--- src/rtl/y_pc_stage.sv ---
// Program-counter stage: holds the fetch PC, selects the next PC from one of four
// sources per transfer, buffers one redirect while stalled. Optional: Y_PC_REDIR_COUNT_EN.
//
//   state   | meaning
//   --------+----------------------------------------------------------
//   ST_IDLE | first cycle after reset, pc not yet offered to fetch
//   ST_RUN  | pc offered to fetch, advances on each accepted transfer
//   ST_TRAP | one-cycle misaligned-target trap, pc parked at TRAP_VEC
module y_pc_stage #(
  parameter logic [31:0] RESET_PC = 32'h0000_0000,
  parameter logic [31:0] TRAP_VEC = 32'h0000_0080
) (
  input  logic        clk,
  input  logic        rst_n,
  output logic [31:0] pc,
  output logic        pc_valid,
  input  logic        pc_ready,
  input  logic        redir_valid,
  input  logic [1:0]  redir_sel,
  input  logic [15:0] redir_imm,
  input  logic [25:0] redir_tgt,
  input  logic [31:0] redir_reg,
  output logic        trap
`ifdef Y_PC_REDIR_COUNT_EN
  ,
  output logic [15:0] redir_count
`endif
);

  localparam logic [1:0] SEL_SEQ = 2'b00;
  localparam logic [1:0] SEL_BR  = 2'b01;
  localparam logic [1:0] SEL_JMP = 2'b10;
  localparam logic [1:0] SEL_REG = 2'b11;

  typedef enum logic [1:0] {
    ST_IDLE = 2'd0,
    ST_RUN  = 2'd1,
    ST_TRAP = 2'd2
  } state_t;

  state_t      state_q, state_d;
  logic [31:0] pc_q, pc_d;

  logic        pend_vld_q, pend_vld_d;
  logic [1:0]  pend_sel_q, pend_sel_d;
  logic [15:0] pend_imm_q, pend_imm_d;
  logic [25:0] pend_tgt_q, pend_tgt_d;
  logic [31:0] pend_reg_q, pend_reg_d;

  logic        xfer;
  logic        misalign;
  logic [1:0]  src_sel;
  logic [15:0] src_imm;
  logic [25:0] src_tgt;
  logic [31:0] src_reg;
  logic [31:0] p4;
  logic [31:0] br_off;
  logic [31:0] next_pc;

  assign pc_valid = (state_q == ST_RUN);
  assign trap     = (state_q == ST_TRAP);
  assign pc       = pc_q;
  assign xfer     = pc_valid && pc_ready;

  // A live redirect always beats the buffered one; with neither, go sequential.
  always_comb begin
    src_sel = SEL_SEQ;
    src_imm = 16'h0000;
    src_tgt = 26'h000_0000;
    src_reg = 32'h0000_0000;
    if (redir_valid) begin
      src_sel = redir_sel;
      src_imm = redir_imm;
      src_tgt = redir_tgt;
      src_reg = redir_reg;
    end else if (pend_vld_q) begin
      src_sel = pend_sel_q;
      src_imm = pend_imm_q;
      src_tgt = pend_tgt_q;
      src_reg = pend_reg_q;
    end
  end

  // Arithmetic is relative to the pc being transferred now, not when buffered.
  always_comb begin
    p4      = pc_q + 32'd4;
    br_off  = {{14{src_imm[15]}}, src_imm, 2'b00};
    next_pc = p4;
    unique case (src_sel)
      SEL_SEQ: next_pc = p4;
      SEL_BR:  next_pc = p4 + br_off;
      SEL_JMP: next_pc = {p4[31:28], src_tgt, 2'b00};
      SEL_REG: next_pc = src_reg;
      default: next_pc = p4;
    endcase
    misalign = |next_pc[1:0];
  end

  always_comb begin
    state_d    = state_q;
    pc_d       = pc_q;
    pend_vld_d = pend_vld_q;
    pend_sel_d = pend_sel_q;
    pend_imm_d = pend_imm_q;
    pend_tgt_d = pend_tgt_q;
    pend_reg_d = pend_reg_q;

    unique case (state_q)
      ST_IDLE: begin
        state_d = ST_RUN;
        if (redir_valid) begin
          pend_vld_d = 1'b1;
          pend_sel_d = redir_sel;
          pend_imm_d = redir_imm;
          pend_tgt_d = redir_tgt;
          pend_reg_d = redir_reg;
        end
      end
      ST_RUN: begin
        if (xfer) begin
          pend_vld_d = 1'b0;
          if (misalign) begin
            state_d = ST_TRAP;
            pc_d    = TRAP_VEC;
          end else begin
            pc_d    = next_pc;
          end
        end else if (redir_valid) begin
          pend_vld_d = 1'b1;
          pend_sel_d = redir_sel;
          pend_imm_d = redir_imm;
          pend_tgt_d = redir_tgt;
          pend_reg_d = redir_reg;
        end
      end
      ST_TRAP: begin
        // redirects arriving here are intentionally dropped
        state_d = ST_RUN;
      end
      default: begin
        state_d = ST_IDLE;
      end
    endcase
  end

  always_ff @(posedge clk or negedge rst_n) begin
    if (!rst_n) begin
      state_q    <= ST_IDLE;
      pc_q       <= RESET_PC;
      pend_vld_q <= 1'b0;
      pend_sel_q <= SEL_SEQ;
      pend_imm_q <= 16'h0000;
      pend_tgt_q <= 26'h000_0000;
      pend_reg_q <= 32'h0000_0000;
    end else begin
      state_q    <= state_d;
      pc_q       <= pc_d;
      pend_vld_q <= pend_vld_d;
      pend_sel_q <= pend_sel_d;
      pend_imm_q <= pend_imm_d;
      pend_tgt_q <= pend_tgt_d;
      pend_reg_q <= pend_reg_d;
    end
  end

`ifdef Y_PC_REDIR_COUNT_EN
  logic [15:0] cnt_q, cnt_d;

  // Counts taken non-sequential transfers; a trapping transfer is not counted.
  always_comb begin
    cnt_d = cnt_q;
    if (xfer && !misalign && (src_sel != SEL_SEQ) && (cnt_q != 16'hFFFF)) begin
      cnt_d = cnt_q + 16'd1;
    end
  end

  always_ff @(posedge clk or negedge rst_n) begin
    if (!rst_n) begin
      cnt_q <= 16'h0000;
    end else begin
      cnt_q <= cnt_d;
    end
  end

  assign redir_count = cnt_q;
`endif

endmodule
--- config.mk ---
export PLATFORM = sky130hd
export DESIGN_NAME = y_pc_stage
export DESIGN_NICKNAME = d
export VERILOG_FILES = /design/src/rtl/y_pc_stage.sv
export SDC_FILE = /design/constraint.sdc
export NUM_CORES = 1
export LEC_CHECK = 0
export CAP_MARGIN = 20
export CORE_MARGIN = 2
export CORE_UTILIZATION = 40
export CTS_CLUSTER_SIZE = 40
export DETAILED_ROUTE_END_ITERATION = 12
export PLACE_DENSITY_LB_ADDON = 0.1
export SETUP_SLACK_MARGIN = 0.4
export SYNTH_ARGS = -nofsm -noshare
export SYNTH_HDL_FRONTEND = slang
export SYNTH_SLANG_ARGS = --single-unit
--- constraint.sdc ---
create_clock -name clk -period 4.4 [get_ports clk]
set_clock_uncertainty 0.1 [all_clocks]
set_input_delay 1.1 -clock clk [delete_from_list [all_inputs] [get_ports clk]]
set_output_delay 1.1 -clock clk [all_outputs]
set_load 0.02 [all_outputs]
### Where the registers sit

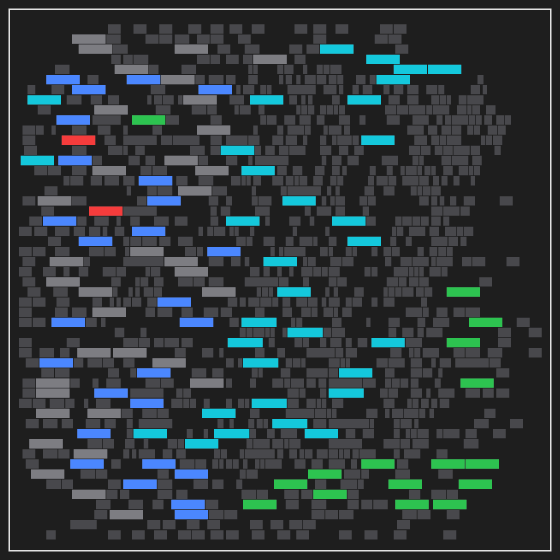
Key: green = `pend_imm_q` [placed flops 16]; cyan = `pc` [placed flops 32]; red = `pend_sel_q` [placed flops 2]; blue = `pend_tgt_q` [placed flops 26]
power in sequential cells: 1.51 mW
sequential cell area share: 0.279
Finished Core Util: 0.512
FF+latch area: 0.00279 mm^2

### Selected gate families

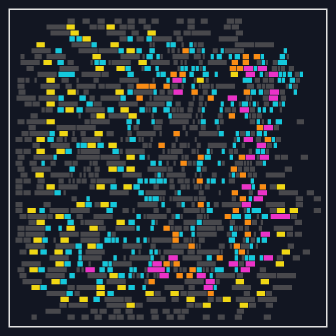
Key: magenta = fa/ha/maj cells [cells 33, most used ha_1]; cyan = aoi and oai cells [cells 240, most used o21ai_0, where widely spread]; orange = xor and xnor cells [cells 49, most used xnor2_1]; yellow = mux cells [cells 78, most used mux2_2, where widely spread]
dominant logic cell type in the layout: clkdlybuf4s50_1
fraction of area in multi-input gates: 0.495
Finished Layout Cells: 1239

### Cells coloured by class

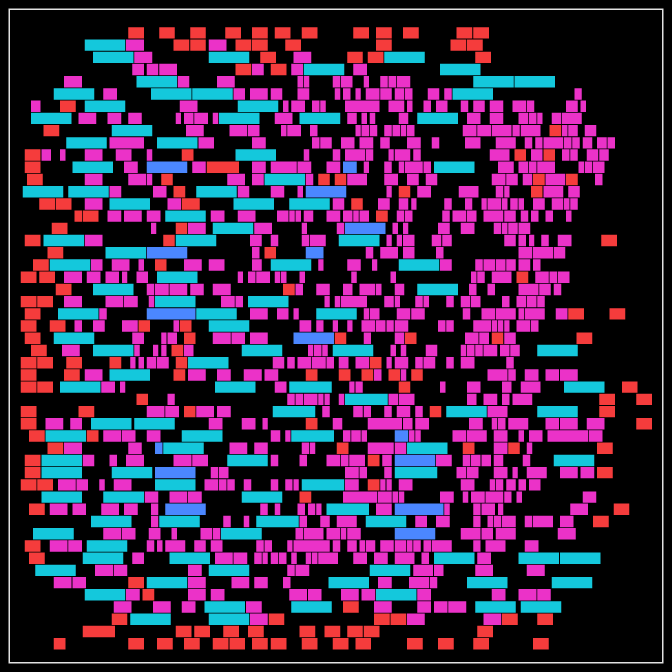
Key: cyan = sequential cells [cells 111, share of their area 29%]; red = remaining buffers and delay cells [cells 165, share of their area 16%]; blue = clock drivers and dummy loads [cells 15, share of their area 3.3%]; magenta = combinational and other logic [cells 683, share of their area 52%]
core box area: 0.0195 mm^2
post-route cell area: 0.0100 mm^2

### Routed clock nets over the placement

Bar = 50 um.
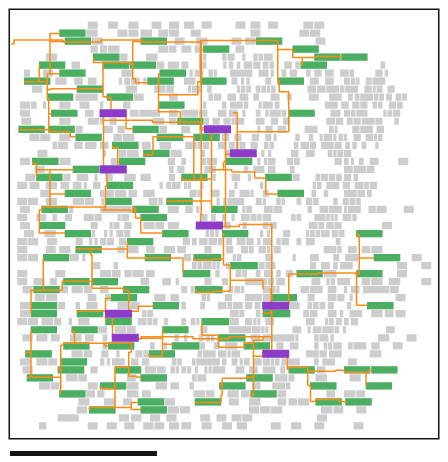
Key: green = flip-flops [count 111]; purple = clock drivers [count 9]; orange = clock wires [length 1630 um]
There are 10 routed clock nets.
P_clk: 0.918 mW
Latency at later pin: 0.36 ns

==> CHANGELOG.md <==
## Implementation

- Slew HR: 0.596
- Clock transition at path regs: about 0.07 ns
- Net Sw Power: 2.01 mW
- Crit-path max FO: 16
- RSZ-0062 raised after global routing: true
- Internal power: 2.84 mW
- Combinational Area: 0.00495 mm^2
- Met3 Routed Length: 1820 um
- Yosys simple share: 0.137
- Mux cell area share after synthesis: 0.110
- Flop-to-flop setup slack: 0.55 ns
- Top power consumer group: combinational logic
- Final-layout clock-cell area share: 0.0319
- Num CTS Buffers: 9
- Layout non-clock buf frac: 0.154
- Synth warn: 0
- Post-route ant nets: 0
- Fmax: 259 MHz
- Multi-In Gates: 665
- Clock Tree Root: clkbuf_16
- Initial core utilization: 0.408
- DP Worst Slack: 0.0329 ns
- Pre-antenna DRT Iters: 5
- P_leak: 4.04 nW
- Hold Path Class: register to register
- Comb pwr share: 0.500
- Inserted Diodes: 0
- PwrDens: 486 mW/mm^2
- Final setup fails: 0
- Final hold slack: 0.353 ns
- Drt wl/cell: 21.1 um
- Worst Path Buf+Inv: 2
- Slowest library cell on the worst path: ha_1
- Sink Count: 111
- Chip area: 0.0211 mm^2
- Std cell rows: 51
- Overflow after GRT: 0
- Family with the most delay on the worst path: AND-OR/OR-AND gates
- Met1 Usage GRT: 0.378
- Synth top area share: 0.348
- DP Area: 0.00956 mm^2
- Worst-margin pin slew: between 0.6 and 0.7 ns
- Dominant logic cell types in the final layout: clkdlybuf4s50_1, dfrtp_1, mux2_2, nand2_1, o21ai_0
- Initial antenna violation count: 0
- Die Y: 145 um
- Clock Path Buffers: 2
- Dominant kind of cell: logic gates
- Top Ports: around 110
- WL met1: 12700 um
- Post-DP HPWL: 19100 um
- CP Cell Sequence: buf_2 -> and2b_2 -> buf_12 -> a22o_1 -> ha_1 -> a21oi_1 -> o21ai_1 -> a41oi_1 -> and2_1 -> nor2_1 -> o22ai_1 -> xnor2_1 -> a221o_1
- Count leader, synth: dfrtp_1
- Critical Path Sink Type: register
- CTS tree: built
- Final worst-path cycle share: 0.877
- P&R area growth vs syn: 25.4%
- Worst r2r dst: pc[29]
- Post-CTS Setup Bufs: 2
- FF-to-FF Start: pc[9]
- Non-Clock Inverter Count: 18
- Status: finished, final reports clean
Power and IR drop assume default switching activity.
